**Port wiring**

Scale: 1 px per um.
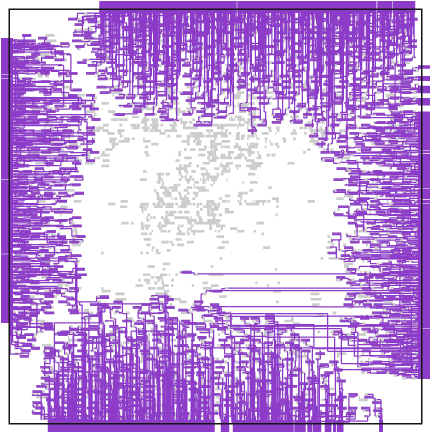
**I/O pins on the die edge**

Scale: 1 px per um. Pins as bars across the die edge, other pins in gray.
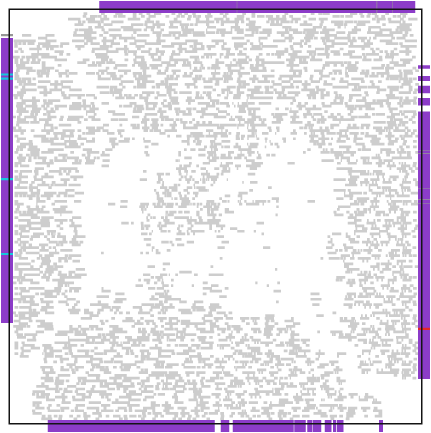
**Cell placement**

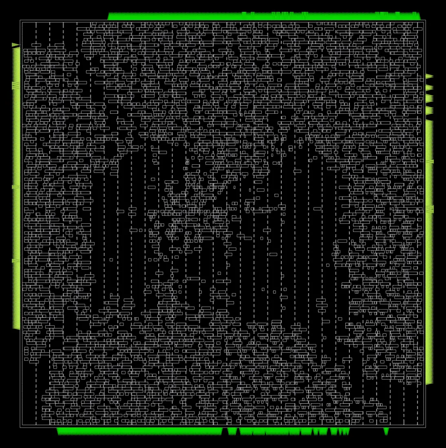
**Wiring by layer**

Scale: 1 px per um. Only two layers are drawn.
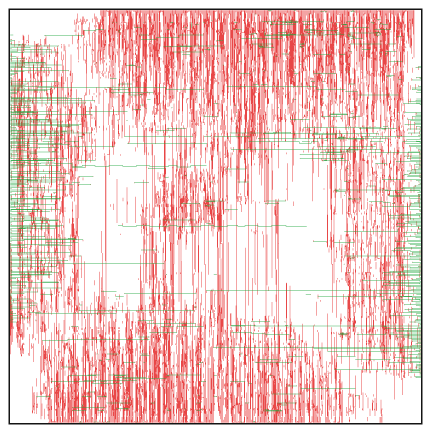
<file path="src/rtl/rle_block_assembler_pkg.sv">
// Shared constants and state type for the RLE block assembler.
package rle_block_assembler_pkg;

  localparam int unsigned Q     = 16;  // default signed coefficient width
  localparam int unsigned RunW  = 4;   // default zero-run field width
  localparam int unsigned BlkN  = 64;  // coefficients per block
  localparam int unsigned IdxW  = 6;   // index into a block
  localparam int unsigned PosW  = 7;   // idx + run, wide enough to see overflow

  typedef enum logic {
    StFill,
    StDone
  } state_e;

endpackage

</file>
<file path="src/rtl/rle_block_assembler.sv">
// Assembles (run, value) symbols into one zigzag-ordered 64-coefficient block.
module rle_block_assembler
  import rle_block_assembler_pkg::*;
#(
  parameter int unsigned DATA_W = Q,
  parameter int unsigned RUN_W  = RunW
) (
  input  logic                           clk_i,
  input  logic                           reset_ni,
  input  logic                           sym_valid_i,
  output logic                           sym_ready_o,
  input  logic [RUN_W-1:0]               sym_run_i,
  input  logic [DATA_W-1:0]              sym_value_i,
  input  logic                           sym_eob_i,
  output logic                           blk_valid_o,
  input  logic                           blk_ready_i,
  output logic [BlkN-1:0][DATA_W-1:0]    blk_zz_o,
  output logic                           blk_err_o
);

  state_e                       state_q, state_d;
  logic [IdxW-1:0]              idx_q, idx_d;
  logic [BlkN-1:0][DATA_W-1:0]  coef_q, coef_d;
  logic                         err_q, err_d;
  logic [PosW-1:0]              pos;

  // Target position of the incoming value; bit 6 set means it fell off the block.
  assign pos = PosW'(idx_q) + PosW'(sym_run_i);

  // Next-state: place values while filling, clear everything on block handoff.
  always_comb begin
    state_d = state_q;
    idx_d   = idx_q;
    coef_d  = coef_q;
    err_d   = err_q;
    unique case (state_q)
      StFill: begin
        if (sym_valid_i) begin
          if (sym_eob_i) begin
            err_d   = 1'b0;
            state_d = StDone;
          end else if (pos < PosW'(BlkN - 1)) begin
            coef_d[pos[IdxW-1:0]] = sym_value_i;
            idx_d                 = pos[IdxW-1:0] + IdxW'(1);
          end else if (pos == PosW'(BlkN - 1)) begin
            coef_d[BlkN-1] = sym_value_i;
            err_d          = 1'b0;
            state_d        = StDone;
          end else begin
            // Overflow: drop the value and flag the block as broken.
            err_d   = 1'b1;
            state_d = StDone;
          end
        end
      end
      StDone: begin
        if (blk_ready_i) begin
          coef_d  = '0;
          idx_d   = '0;
          err_d   = 1'b0;
          state_d = StFill;
        end
      end
      default: state_d = StFill;
    endcase
  end

  // State registers with asynchronous active-low reset.
  always_ff @(posedge clk_i or negedge reset_ni) begin
    if (!reset_ni) begin
      state_q <= StFill;
      idx_q   <= '0;
      coef_q  <= '0;
      err_q   <= 1'b0;
    end else begin
      state_q <= state_d;
      idx_q   <= idx_d;
      coef_q  <= coef_d;
      err_q   <= err_d;
    end
  end

  // Outputs follow the state directly.
  always_comb begin
    sym_ready_o = (state_q == StFill);
    blk_valid_o = (state_q == StDone);
    blk_zz_o    = coef_q;
    blk_err_o   = err_q;
  end

endmodule
</file>
<file path="config.mk">
export PLATFORM = sky130hd
export DESIGN_NAME = rle_block_assembler
export DESIGN_NICKNAME = d
export VERILOG_FILES = /design/src/rtl/rle_block_assembler_pkg.sv /design/src/rtl/rle_block_assembler.sv
export SDC_FILE = /design/constraint.sdc
export NUM_CORES = 1
export LEC_CHECK = 0
export CAP_MARGIN = 10
export CELL_PAD_IN_SITES_DETAIL_PLACEMENT = 0
export CELL_PAD_IN_SITES_GLOBAL_PLACEMENT = 1
export CORE_AREA = 2 2 409 411
export CTS_CLUSTER_DIAMETER = 150
export DETAILED_ROUTE_END_ITERATION = 10
export DIE_AREA = 0 0 411 413
export PLACE_DENSITY = 0.5
export SLEW_MARGIN = 25
export SYNTH_ARGS = -nofsm -noshare
export SYNTH_HDL_FRONTEND = slang
export SYNTH_SLANG_ARGS = --single-unit
export TNS_END_PERCENT = 100
</file>
<file path="constraint.sdc">
create_clock -name clk_i -period 3.65 [get_ports clk_i]
set_input_delay 0.73 -clock clk_i [delete_from_list [all_inputs] [get_ports clk_i]]
set_output_delay 0.73 -clock clk_i [all_outputs]
set_load 0.01 [all_outputs]
</file>
==> commit_impl_results.txt <==
Update PnR metrics after Yosys + OpenROAD run

- Status: finished clean
* CTS H-tree lvls: 3
* Site row count: 150
* Part of the power in registers: 38.4%
- The number of sequential cells reported for the layout is 1032.
- Area fraction in and, or, nand and nor cells after synthesis: 5.99%
* Beginning of the worst hold path: blk_zz_o[242]$_DFFE_PN0P_
- The number of antenna violations at the first check in global routing was 25.
* Num CTS Buffers: 118
- Crit Path Max Fanout: 16
* Average wire per standard cell: 30.9 um
- Of the available clock period, the critical path in the final layout requires 91.4%.
* Most numerous cell in the Yosys netlist: sky130_fd_sc_hd__dfrtp_1
- For this run, the number of Yosys warnings is 0.
* Endpoint of the worst hold path: blk_zz_o[242]$_DFFE_PN0P_
* Share of total power in combinational logic: 28.6%
* Clock share of power: 33.0%
* Main flop type: sky130_fd_sc_hd__dfrtp_1
- In the routed layout, each cell is associated on average with a via count of 4.82.
- The layout report gives the multi-input gate share of total cell area as 20.2%.
- Setup slack after placement: -796 ps
* Met3 WL post-DR: 14100 um
- HPWL after detailed placement: between 100000 and 150000 um
- Non-clock buffer count: 1386
- GR Util met1: 29.1%
* Number of setup buffers added after CTS: 0
- Clock tree buffers and inverters occupy around 6.6% of the routed design's cell area.
- The global routing report lists met2 layer usage as approximately 37%.
- Top power consumer group: sequential cells
- Kind of capture point of the worst setup path: flip-flop
* 1st-iter DRT viols: about 2500
- The power report lists the combinational group at 10.4 mW.
- Summed over its instances, the top area cell type makes up 66.3% of the synthesized netlist area.
* Cell count of the worst reg-to-reg path: 10
- Peak-usage layer in the global routing report: met2
- Per the layout report, the design carries 20 non-clock inverters.
- The critical path is of the flip-flop to flip-flop type.
- Maximum clock rate: 300 MHz
- The report lists the cells along the critical path as ha_1 > fa_1 > buf_4 > a211oi_2 > buf_4 > nor3_1 > o21ai_2 > a211oi_4 > nor2_2 > a22o_1.
- For the finished layout, the period the worst path requires is ~3300 ps.
* Cell accounting for the most synthesized area: sky130_fd_sc_hd__dfrtp_1
* Clk sinks: 1032
- The startpoint identified for the worst register-to-register timing path is idx_q[0]$_DFFE_PN0P_.
- The number of antenna diodes in the final layout is 8.
- Root buf cell: sky130_fd_sc_hd__clkbuf_16
* Number of cells in Yosys stat: 2946
- The pin closest to its max-slew limit shows a slew of ~860 ps.
- Max-cap violations in this run came to 0.
* Leading cell kind: sequential cells
- Per the final timing report, the hold violations number 0.
- Endpoint arrival time on the critical path: 3980 ps
- Leaving out fill and tap cells, the most frequent cell in the layout is sky130_fd_sc_hd__clkdlybuf4s50_1.
- Multi-input logic area: roughly 12000 um^2
- Post-route cell area: 59200 um^2
- On the final layout, the worst clock skew is 63.5 ps.
* Residual overflow from global routing: 0
- The area taken by sequential standard cells is reported as 25800 um^2.
- DRT Pass-1 Iters: 7
* Distinct lib cells: 73
- Class of the worst hold path: flip-flop to flip-flop
- The routed layout reports a DRC error count of 0.
* Post-synth regs: 1032
- Flip-flop count of the largest register, all copies and words added: 1024
- By instance count after routing, the leading logic cell types are sky130_fd_sc_hd__clkdlybuf4s50_1 (1049), sky130_fd_sc_hd__dfrtp_1 (1031), sky130_fd_sc_hd__a22o_1 (752), sky130_fd_sc_hd__nand3_1 (230), sky130_fd_sc_hd__o21ai_0 (212).
* Switching Power: approximately 12 mW
* Count of final max-slew check failures: 0
- Setup repair after global routing left no endpoint under its margin.
- Per the OpenROAD floorplan log, the area of the die is 170000 um^2.
- Met3 layer usage reported by global route: approximately 6%
* Top post-synthesis cells by count: sky130_fd_sc_hd__dfrtp_1 (1032), sky130_fd_sc_hd__a22o_1 (752), sky130_fd_sc_hd__nand3_1 (230)
- Clock latency on the worst-skew pair: between 700 and 800 ps
- The worst setup path is launched from a flip-flop.
* Number of nets with antenna violations after detailed routing: 0
- Layout cell share with drive strength beyond 1: between 10% and 20%
* Number of global-route vias before repair: 31500
* Post-route setup TNS: 0 ps
- Power of the clock network: roughly 12 mW
- Reg2reg setup slack: between 300 and 400 ps
* Fraction of registers with async set/reset: 100%
- For this block, wires on met1 add up to 83200 um.
* Mean instance size in the synthesized netlist: 13.2 um^2
* Synthesized cell area: between 30000 and 40000 um^2
- For reference, full adder, half adder and majority cells occupy 0.212% of the area reported after synthesis.
* Final non-clock buffer share: 24.8%
* Crit path launch: idx_q[0]$_DFFE_PN0P_
* Multi-Input Combinational: 1607
* Overall Power: 36.2 mW
- The clock passes through at most 3 buffers.
* Total instance count after detailed placement: 6248
- Required time of the critical path: 4300 ps
* IR Drop Worst-Case VDD: 0.415 mV
- Post-synth seq share: 66.3%
* Worst path max stage delay: a little under 600 ps
* Post-layout net count: 4196
- Count of flip-flops with a built-in enable after synthesis: 0
- Worst hold slack after final layout: 483 ps
- The number of buffers and inverters on the critical path is 2.
- Finished Core Util: 35.7%
- Capture point of the worst path: blk_zz_o[28]$_DFFE_PN0P_
- Post-route worst setup slack: approximately 310 ps
- First-pass GRT wire length: 273000 um
- After synthesis, the largest family of logic cells by area is AND-OR/OR-AND gates.
- In this run the layout overhead on the synthesized area is reported as 51.9%.
- Destination of the worst register-to-register timing path: blk_zz_o[28]$_DFFE_PN0P_
- Cell repeated most along the worst path: sky130_fd_sc_hd__buf_4
- Sequential fraction of total cell area: 43.6%
- Core Util at FP: 23.5%
- In the synthesized netlist, mux cells make up 0.411% of the area.
- Complex-gate fraction of the synthesized area: 23.3%
- In the power breakdown, the internal column shows 24.5 mW.
* Placement Cell Area: 55300 um^2
- Clock buffer count in the final layout: ~190
* Yosys synthesis chip area: between 30000 and 40000 um^2
- The detailed router used layers up to and including met4.
* Power density normalized to cell area: 612 nW/um^2
- Register clock-pin slew on the reported worst setup and hold paths: 60 ps
* # setup viols final: 0
About 'port wiring':
color	port	bits	direction	edge	end cells	buffers	wire
purple	blk_zz_o	1024	output	325 top, 289 bottom, 205 right, 205 left	1024	1024	65.4 mm
number of I/O port buffers: 1051
ports placed on the boundary: 1052

About 'I/O pins on the die edge':
color	port	pins	direction	edge
cyan	sym_run_i	4	input	left
red	sym_ready_o	1	output	right
purple	blk_zz_o	1024	output	325 top, 289 bottom, 205 right, 205 left
horizontal die size: 411 um
Chip Height: 413 um

About 'cell placement':
post-route insts no fill: 6474
placeable core area: 166000 um^2
Filler cells: 16400

About 'wiring by layer':
color	layer	wire length
green	metal 3	14100 um
red	metal 2	96.3 mm
Final Routed Wirelength: 200000 um
DR vias: 31200
global-route total usage across every layer: 22.9%

Power figures rest on the tool's default switching activity, not on a simulated workload.
